### src/rtl/byte_to_bcd_scan_if.sv
// Bus between the UART receiver side and the BCD conversion/scan block.
// The master drives received bytes; the slave returns status, held digits and scan outputs.
interface byte_to_bcd_scan_if;
  logic [7:0] rx_data;
  logic       rx_valid;
  logic       busy;
  logic       done;
  logic       dropped;
  logic [3:0] bcd_hund;
  logic [3:0] bcd_tens;
  logic [3:0] bcd_ones;
  logic [3:0] scan_bcd;
  logic [2:0] digit_an;

  modport master (
    output rx_data, rx_valid,
    input  busy, done, dropped, bcd_hund, bcd_tens, bcd_ones, scan_bcd, digit_an
  );

  modport slave (
    input  rx_data, rx_valid,
    output busy, done, dropped, bcd_hund, bcd_tens, bcd_ones, scan_bcd, digit_an
  );
endinterface

### src/rtl/byte_to_bcd_scan.sv
// Sequential double-dabble byte-to-BCD converter with a held result, followed by
// a free-running 3-digit scan multiplexer with optional leading-zero blanking.
module byte_to_bcd_scan #(
  parameter int SCAN_DIV = 50000,
  parameter bit BLANK_LZ = 1'b1
) (
  input logic            clk,
  input logic            rst_n,
  byte_to_bcd_scan_if.slave bus
);

  localparam int PW = (SCAN_DIV > 2) ? $clog2(SCAN_DIV) : 1;
  localparam logic [PW-1:0] PRESC_MAX = PW'(SCAN_DIV - 1);

  typedef enum logic [1:0] {IDLE, SHIFT, DONE} state_e;

  state_e        state_q;
  logic [19:0]   shift_q;
  logic [19:0]   shift_d;
  logic [19:0]   adj;
  logic [2:0]    iter_q;
  logic [3:0]    hund_q, tens_q, ones_q;
  logic          done_q, dropped_q;
  logic [PW-1:0] presc_q;
  logic [1:0]    idx_q;

  // One double-dabble step: correct every BCD nibble that would overflow, then shift.
  always_comb begin
    adj = shift_q;
    if (adj[19:16] >= 4'd5) adj[19:16] = adj[19:16] + 4'd3;
    if (adj[15:12] >= 4'd5) adj[15:12] = adj[15:12] + 4'd3;
    if (adj[11:8]  >= 4'd5) adj[11:8]  = adj[11:8]  + 4'd3;
    shift_d = {adj[18:0], 1'b0};
  end

  // Digits are captured on the SHIFT->DONE edge so they are visible alongside done.
  always_ff @(posedge clk or negedge rst_n) begin
    if (!rst_n) begin
      state_q   <= IDLE;
      shift_q   <= '0;
      iter_q    <= '0;
      hund_q    <= '0;
      tens_q    <= '0;
      ones_q    <= '0;
      done_q    <= 1'b0;
      dropped_q <= 1'b0;
    end else begin
      done_q    <= 1'b0;
      dropped_q <= bus.rx_valid && (state_q != IDLE);
      case (state_q)
        IDLE: begin
          if (bus.rx_valid) begin
            shift_q <= {12'b0, bus.rx_data};
            iter_q  <= '0;
            state_q <= SHIFT;
          end
        end
        SHIFT: begin
          shift_q <= shift_d;
          iter_q  <= iter_q + 3'd1;
          if (iter_q == 3'd7) begin
            hund_q  <= shift_d[19:16];
            tens_q  <= shift_d[15:12];
            ones_q  <= shift_d[11:8];
            done_q  <= 1'b1;
            state_q <= DONE;
          end
        end
        DONE:    state_q <= IDLE;
        default: state_q <= IDLE;
      endcase
    end
  end

  always_ff @(posedge clk or negedge rst_n) begin
    if (!rst_n) begin
      presc_q <= '0;
      idx_q   <= 2'd0;
    end else if (presc_q == PRESC_MAX) begin
      presc_q <= '0;
      idx_q   <= (idx_q == 2'd2) ? 2'd0 : idx_q + 2'd1;
    end else begin
      presc_q <= presc_q + PW'(1);
    end
  end

  // Selection is combinational from the held digits so a fresh result shows mid-slot.
  always_comb begin
    bus.digit_an = 3'b110;
    bus.scan_bcd = ones_q;
    case (idx_q)
      2'd1: begin
        bus.digit_an = 3'b101;
        bus.scan_bcd = (BLANK_LZ && hund_q == 4'd0 && tens_q == 4'd0) ? 4'hF : tens_q;
      end
      2'd2: begin
        bus.digit_an = 3'b011;
        bus.scan_bcd = (BLANK_LZ && hund_q == 4'd0) ? 4'hF : hund_q;
      end
      default: begin
        bus.digit_an = 3'b110;
        bus.scan_bcd = ones_q;
      end
    endcase
  end

  assign bus.busy     = (state_q != IDLE);
  assign bus.done     = done_q;
  assign bus.dropped  = dropped_q;
  assign bus.bcd_hund = hund_q;
  assign bus.bcd_tens = tens_q;
  assign bus.bcd_ones = ones_q;

endmodule
### src/flat_wrapper.sv
// flat-port wrapper written by rule: the top's interface ports become plain ports
module byte_to_bcd_scan_flat 
#(
  parameter int SCAN_DIV = 50000,
  parameter bit BLANK_LZ = 1'b1
)
  (clk, rst_n, bus_rx_data, bus_rx_valid, bus_busy, bus_done, bus_dropped, bus_bcd_hund, bus_bcd_tens, bus_bcd_ones, bus_scan_bcd, bus_digit_an);
  byte_to_bcd_scan_if bus_i ();
  input logic clk;
  input logic rst_n;
  input wire logic [$bits(bus_i.rx_data)-1:0] bus_rx_data;
  input wire logic [$bits(bus_i.rx_valid)-1:0] bus_rx_valid;
  output wire logic [$bits(bus_i.busy)-1:0] bus_busy;
  output wire logic [$bits(bus_i.done)-1:0] bus_done;
  output wire logic [$bits(bus_i.dropped)-1:0] bus_dropped;
  output wire logic [$bits(bus_i.bcd_hund)-1:0] bus_bcd_hund;
  output wire logic [$bits(bus_i.bcd_tens)-1:0] bus_bcd_tens;
  output wire logic [$bits(bus_i.bcd_ones)-1:0] bus_bcd_ones;
  output wire logic [$bits(bus_i.scan_bcd)-1:0] bus_scan_bcd;
  output wire logic [$bits(bus_i.digit_an)-1:0] bus_digit_an;
  assign bus_i.rx_data = bus_rx_data;
  assign bus_i.rx_valid = bus_rx_valid;
  assign bus_busy = bus_i.busy;
  assign bus_done = bus_i.done;
  assign bus_dropped = bus_i.dropped;
  assign bus_bcd_hund = bus_i.bcd_hund;
  assign bus_bcd_tens = bus_i.bcd_tens;
  assign bus_bcd_ones = bus_i.bcd_ones;
  assign bus_scan_bcd = bus_i.scan_bcd;
  assign bus_digit_an = bus_i.digit_an;
  byte_to_bcd_scan #(.SCAN_DIV(SCAN_DIV), .BLANK_LZ(BLANK_LZ)) u_core (.clk(clk), .rst_n(rst_n), .bus(bus_i));
endmodule
### config.mk
export PLATFORM = sky130hd
export DESIGN_NAME = byte_to_bcd_scan_flat
export DESIGN_NICKNAME = d
export VERILOG_FILES = /design/src/rtl/byte_to_bcd_scan_if.sv /design/src/rtl/byte_to_bcd_scan.sv /design/src/flat_wrapper.sv
export SDC_FILE = /design/constraint.sdc
export NUM_CORES = 1
export LEC_CHECK = 0
export CORE_MARGIN = 8
export CORE_UTILIZATION = 60
export CTS_CLUSTER_SIZE = 16
export DETAILED_ROUTE_END_ITERATION = 16
export PLACE_DENSITY = 0.85
export RECOVER_POWER = 25
export SLEW_MARGIN = 20
export SYNTH_ARGS = -nofsm -noshare
export SYNTH_HDL_FRONTEND = slang
export SYNTH_SLANG_ARGS = --single-unit
### constraint.sdc
create_clock -name clk -period 4.5 [get_ports clk]
set_input_delay 1.125 -clock clk [delete_from_list [all_inputs] [get_ports clk]]
set_output_delay 1.125 -clock clk [all_outputs]
set_load 0.02 [all_outputs]
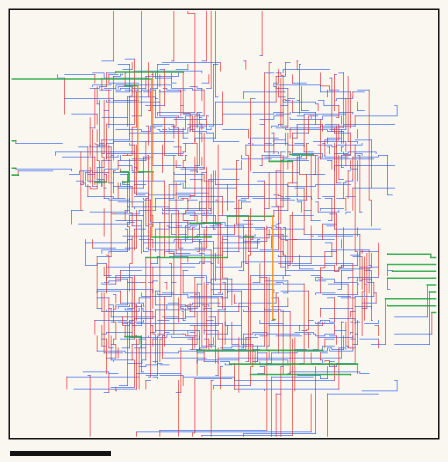
**Above:** wiring by layer.
Bar = 20 µm.
M3: shown in green, wire length 246 µm. M4: shown in orange, wire length 68.7 µm. M2: shown in red, wire length 2860 µm. M1: shown in blue, wire length 2720 µm.
DR WL/cell: 16.0 µm
WL final: 5.90 mm
overall routing resource usage: 17.6%
total number of vias: 2158

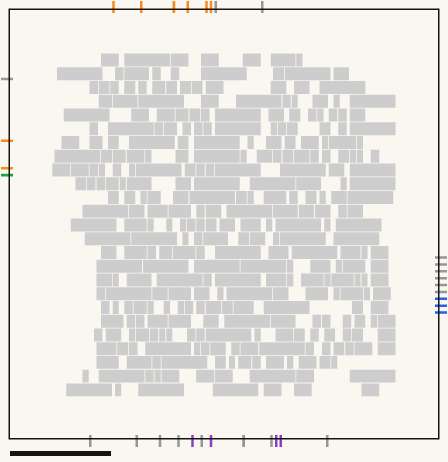
**Above:** pin map.
Bar = 20 µm. Pins as bars across the die edge, other pins in gray.
bus_bcd_tens: shown in purple, pins 4, direction output, edge bottom. bus_digit_an: shown in blue, pins 3, direction output, edge right. bus_rx_data: shown in orange, pins 8, direction input, edge 6 top, 2 left. bus_rx_valid: shown in green, pins 1, direction input, edge left.
All pins by edge: 12 bottom, 9 right, 8 top, 4 left.

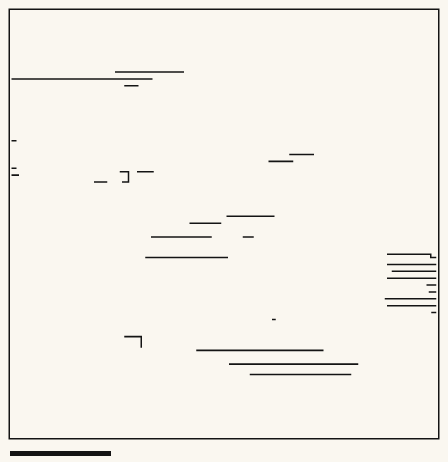
**Above:** metal 3.
Bar = 20 µm.
The layer holds 4.2% of the routed length. 24 nets have wire on it.
met3 Usage GRT: 3.51%

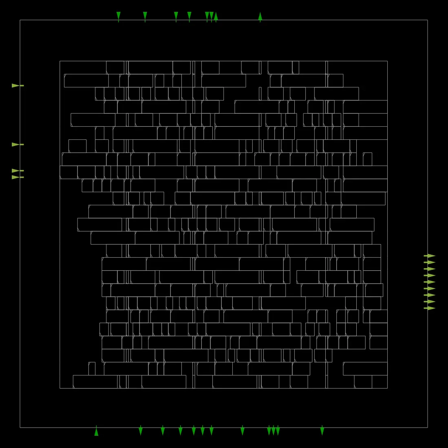
**Above:** placed standard cells.
Placeable Area: 0.00463 mm²
tap cell count: 54

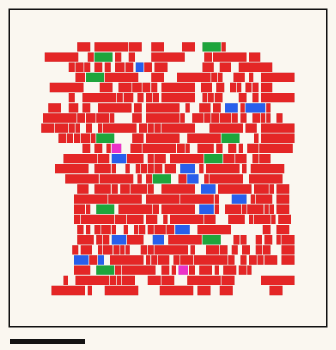
**Above:** cells by drive strength.
Bar = 20 µm.
x2: shown in blue, cells 14, share 4.4%. x3 and x4: shown in magenta, cells 2, share 0.63%. x6 and larger: shown in green, cells 10, share 3.2%. x1 and smaller: shown in red, cells 289, share 92%.
fin area: 0.00333 mm²
Non-clock buffers: 34
area grow syn2layout: 17.5%
setup ws final: 0.974 ns

-- state kept, by name, indices dropped and copies added, names as in the netlist --
signal,flops
u_core.state_q,2
u_core.bus.dropped,1
u_core.presc_q,16
u_core.bus.bcd_ones,4
u_core.bus.bcd_hund,4
u_core.shift_q,20
u_core.bus.bcd_tens,4
u_core.idx_q,2
u_core.bus.done,1
u_core.iter_q,3
-- cells by family (layout without fill, tap and decap cells) --
kind of cell,count (synthesis),after routing,share of synthesized area [%]
simple gates,85,85,15.8
flops,57,57,50.4
mux,10,10,3.93
buf+inv,26,63,3.76
xor+xnor,19,19,5.88
fa+ha+maj,14,14,6.19
compound gates,67,67,14.1
-- layer usage --
metal / vias to the layer above / global-route usage (%)
met3: 6 / 3.51
met2: 48 / 27.0
met1: 1064 / 22.8
met4: 0 / 9.71
met5: - / 0
li1: 1040 / -
-- final cells by class --
cell class | instances | area, µm²
Sequential cell | 57 | 1430
Tap cell | 54 | 67.6
Inverter | 16 | 60.1
Clock inverter | 1 | 5.00
Fill cell | 354 | 1300
Clock buffer | 12 | 145
Multi-Input combinational cell | 195 | 1290
Timing Repair Buffer | 34 | 329
-- worst max-delay path by stage --
stage	cells past startpoint	endpoint	slack, ns	startpoint
2_1_floorplan	4	bus_scan_bcd[3]	1.74	u_core.bus.bcd_hund[1]
4_1_cts	5	bus_scan_bcd[2]	0.97	u_core.bus.bcd_hund[1]
3_3_place_gp	5	bus_scan_bcd[2]	1.39	u_core.bus.bcd_hund[1]
3_5_place_dp	5	bus_scan_bcd[1]	1.35	u_core.bus.bcd_hund[1]
6_report	5	bus_scan_bcd[2]	0.97	u_core.bus.bcd_hund[1]
5_1_grt	5	bus_scan_bcd[2]	0.72	u_core.bus.bcd_hund[1]
==> results.toml <==
# synthesis and place-and-route metrics
[clocking]
cts_hold_buf = 0
cts_buffer_depth = 2
insertion_delay_ns = 0.33
post-cts-setup-buffers = 0
cts_root_buffer = "clkbuf_8"

[power]
power_leader = "combinational logic"

[critical_path]
cp_num_buf_inv = 1
worstPathMaxFanout = 5
required_ns = 3.38
rr_endpoint = "u_core.bus.bcd_hund[1]"
path_delay_family = "simple AND/OR/NAND/NOR gates"
worstSetupStartpointType = "register"

[status]
outcome = "complete, but fails checks"
violations = "max-capacitance violations, max-slew violations"

[layout]
fin_cells = 369
lay_top_count = "dfrtp_1"
diodes = 0
drive_gt1_share_pct = 8.25

[synthesis]
common_cells = "57 x dfrtp_1, 31 x o21ai_0, 20 x nor2_1"
synth_top_cell_by_count = "dfrtp_1"
fp_nets = 303
largest_area_cell = "dfrtp_1"
synthDistinctLibCells = 36
synthFlopType = "dfrtp_1"

[detailed_routing]
drt_iter0_markers = 149
drtAntennaViolNets = 0
drc = 0
routed_via_density = 5.85

[timing]
finalCriticalPeriod_ns = 3.53
final-max-slew-violation-count = 31
setup_viol = 0
fmax_mhz = 284
tightest_slew_ns = 1.58

[run]
cap_violations = 1

[place]
io_buffers = 32
dp_hpwl_mm = 4.26

[global_route]
grt_pass1_wl_mm = 9.94
grt_pass1_vias = 2054
grt_start_max_net_pins = 31

[die]
fp_util_pct = 61.2
